Figure 1. Selected gate families.
(4 px per µm)
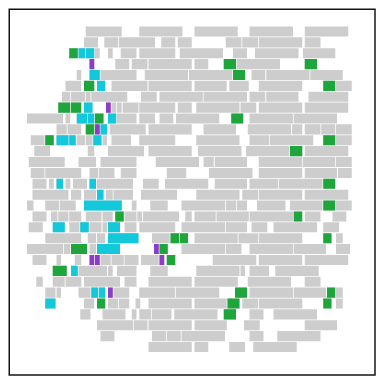
Figure 2. The metal 3 layer.
(4 px per µm)
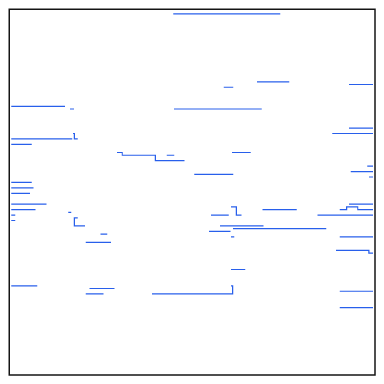
Figure 3. Cell classes on the final placement.
(4 px per µm) Fill, decap, tap and diode cells in gray.
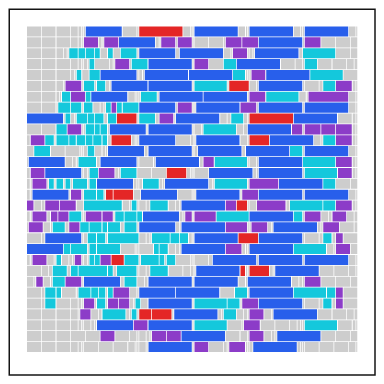
Figure 4. Cell sizes after repair.
(4 px per µm)
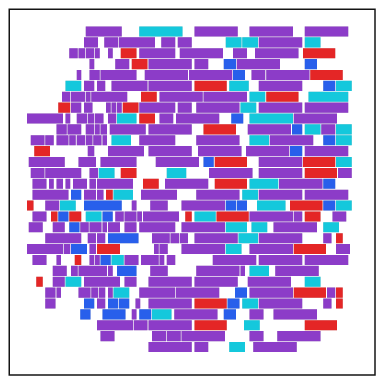
===== config.mk =====
export PLATFORM = sky130hd
export DESIGN_NAME = fetch_buffer
export DESIGN_NICKNAME = d
export VERILOG_FILES = /design/src/rtl/fetch_buffer.sv
export SDC_FILE = /design/constraint.sdc
export NUM_CORES = 1
export LEC_CHECK = 0
export CORE_MARGIN = 4
export CORE_UTILIZATION = 55
export CTS_BUF_LIST = sky130_fd_sc_hd__clkbuf_4 sky130_fd_sc_hd__clkbuf_8
export DETAILED_ROUTE_END_ITERATION = 6
export GPL_TIMING_DRIVEN = 0
export PLACE_DENSITY = 0.79
export SLEW_MARGIN = 10
export SYNTH_ARGS = -nofsm -noshare
export SYNTH_HDL_FRONTEND = slang
export SYNTH_SLANG_ARGS = --single-unit

===== constraint.sdc =====
create_clock -name clk -period 2.4 [get_ports clk]
set_clock_uncertainty 0.15 [all_clocks]
set_input_delay 0.72 -clock clk [delete_from_list [all_inputs] [get_ports clk]]
set_output_delay 0.72 -clock clk [all_outputs]
set_load 0.005 [all_outputs]

===== src/rtl/fetch_buffer.sv =====
// Instruction fetch stage: owns the fetch PC, issues program-memory reads and buffers returning words for the decoder.
// Optional FETCH_STATS_EN adds saturating flush/drop counters with a synchronous clear.
module fetch_buffer #(
   parameter int                ADDR_W     = 8,
   parameter int                DATA_W     = 8,
   parameter int                DEPTH      = 4,
   parameter logic [DATA_W-1:0] NOP_OPCODE = 8'hC8
) (
   input  logic                    clk,
   input  logic                    reset,
   input  logic                    flush,
   input  logic [ADDR_W-1:0]       flush_addr,
   output logic [ADDR_W-1:0]       pm_address,
   output logic                    pm_rd_en,
   input  logic [DATA_W-1:0]       pm_data,
   output logic [DATA_W-1:0]       ir_data,
   output logic [ADDR_W-1:0]       ir_pc,
   output logic                    ir_valid,
   input  logic                    ir_ready,
   output logic [$clog2(DEPTH):0]  buf_count
`ifdef FETCH_STATS_EN
   ,
   input  logic                    stats_clr,
   output logic [15:0]             flush_count,
   output logic [15:0]             drop_count
`endif
);

   localparam int PW = $clog2(DEPTH);
   localparam int CW = PW + 1;
   localparam int OW = CW + 1;

   typedef struct packed {
      logic [ADDR_W-1:0] pc;
      logic [DATA_W-1:0] word;
   } entry_t;

   entry_t          fifo [DEPTH];
   logic [PW-1:0]   wr_ptr, rd_ptr;
   logic [CW-1:0]   count;
   logic [ADDR_W-1:0] pc;
   logic            inflight, issue, push, pop, not_empty;
   logic [OW-1:0]   occupancy;

   // A registered read strobe means its word is on pm_data this cycle.
   assign inflight  = pm_rd_en;
   assign occupancy = {1'b0, count} + OW'(inflight);
   // Counting the in-flight word reserves its slot, so a push never meets a full FIFO without a pop.
   assign issue     = !flush && (occupancy < OW'(DEPTH));
   assign push      = inflight && !flush;
   assign not_empty = (count != '0);
   assign ir_valid  = not_empty && !flush;
   assign pop       = ir_valid && ir_ready;
   assign ir_data   = not_empty ? fifo[rd_ptr].word : NOP_OPCODE;
   assign ir_pc     = not_empty ? fifo[rd_ptr].pc : '0;
   assign buf_count = count;

   always_ff @(posedge clk or negedge reset) begin
      if (!reset) begin
         pc         <= '0;
         pm_address <= '0;
         pm_rd_en   <= 1'b0;
         wr_ptr     <= '0;
         rd_ptr     <= '0;
         count      <= '0;
      end else if (flush) begin
         pc       <= flush_addr;
         pm_rd_en <= 1'b0;
         wr_ptr   <= '0;
         rd_ptr   <= '0;
         count    <= '0;
      end else begin
         pm_rd_en <= issue;
         if (issue) begin
            pm_address <= pc;
            pc         <= pc + ADDR_W'(1);
         end
         if (push) wr_ptr <= wr_ptr + PW'(1);
         if (pop)  rd_ptr <= rd_ptr + PW'(1);
         if (push && !pop)      count <= count + CW'(1);
         else if (pop && !push) count <= count - CW'(1);
      end
   end

   // pm_address still holds the issued address while its data returns.
   always_ff @(posedge clk) begin
      if (push) fifo[wr_ptr] <= '{pc: pm_address, word: pm_data};
   end

`ifdef FETCH_STATS_EN
   logic [16:0] drop_sum;
   assign drop_sum = {1'b0, drop_count} + 17'(occupancy);

   always_ff @(posedge clk or negedge reset) begin
      if (!reset) begin
         flush_count <= '0;
         drop_count  <= '0;
      end else if (stats_clr) begin
         flush_count <= '0;
         drop_count  <= '0;
      end else if (flush) begin
         if (flush_count != 16'hFFFF) flush_count <= flush_count + 16'd1;
         drop_count <= drop_sum[16] ? 16'hFFFF : drop_sum[15:0];
      end
   end
`endif

endmodule


==> qor.txt <==
Status = complete, but fails checks
Failing checks = setup timing
Worst Max-Slew Pin Slew = 1.06 ns
Met2 Use GR = 30.8%
Max_cap viols = 0
Initial antenna violation count = 0
Post-route setup slack = -0.293 ns
Die Width = 91.1 µm
Top Layout Cells = 64 x edfxtp_1, 29 x clkdlybuf4s50_1, 25 x buf_6
# setup viols final = 16
Antenna Diode Count = 0
DR vias/cell = 5.63
CP endpoint kind = output pin
Post-synth net total = 263
Mux share = 12.4%
Number of global-route vias before repair = 2265
WL met1 = 2.99 mm
Chip Height = 91.1 µm
Fraction of the mapped netlist area in compound gates = 5.18%
Crit-path most repeated cell = buf_6
Top Usage Layer GRT = met2
1st-iter DRT viols = 68
Comb pwr share = 43.3%
Worst-path clk slew = 0.09 ns
Post-CTS Setup Bufs = 15
YS warnings = 0
Clock network power share = 19.0%
Met3 Use GR = 4.39%
Net Sw Power = 1.66 mW
Reg power frac = 37.7%
Top cell type's share of synthesized area = 50.7%
Synthesized cell area = 3790 µm²
Cell variety after synth = 43
Crit-path cells = buf_8, buf_6, mux4_2, or2_4, buf_6
Cell family with most CP delay = multiplexers
Flop area = 2520 µm²
Slew headroom = 29.1%
Global route overflow = 0
Synth Instances = 237
Sequential cell power = 2.16 mW
Drt pass-1 iters = 4
Non-clock buffer share = 16.8%
Clk cell area share = 4.43%
Drt wl/cell = 17.9 µm
Pwr dens = 1170 nW/µm²
Slowest cell on crit path = mux4_2
Most frequent logic cell in the layout = edfxtp_1
Data arrival, critical path = 1.82 ns
Placement Setup Slack = -0.439 ns
Power Combinational = 2.49 mW
Critical path origin = rd_ptr[0]
IO Pins = 49
Met1 global-route usage = 22.4%
PortBufs = 46
Crit path buf inv count = 3
OpenROAD warnings = 31
Synth cell count leaders = 64 x edfxtp_1, 24 x dfrtp_1, 19 x and2_1, 16 x mux4_2, 13 x nor2_1
Peak supply drop = 0.822 mV
Hold Crit Class = reg2reg
Die footprint = 8290 µm²
## Picture notes: Figure 1
Key: inverters = purple [cells 8, most used inv_1]; inverting AOI/OAI gates = cyan [cells 25, most used o21ai_0]; AND and OR gates = green [cells 31, most used and2_1, where widely spread]

## Picture notes: Figure 2
The layer holds 5.0% of the routed length. 40 nets have wire on it. The longest straight run is 26.5 µm. The wires run mostly horizontal. The layer carries 359 µm of wire.

## Picture notes: Figure 3
Key: clock drivers and dummy loads = red [cells 16]; all other logic = cyan [cells 134]; other buffers and delay cells = purple [cells 82]; flops = blue [cells 88]
flop share of the area: 51.3%
row count: 30
post-layout util: 72.8%
fin area: 4920 µm²
Core ar.: 6760 µm²

## Picture notes: Figure 4
Key: drive 6 and up = cyan [cells 42, share 13%]; drive 2 = red [cells 37, share 12%]; drive 1 or less = purple [cells 210, share 66%]; drive 3 to 4 = blue [cells 31, share 9.7%]
area grow syn2layout: 29.6%
post-route setup slack: -0.293 ns

Power is estimated from default activity; no workload was simulated.
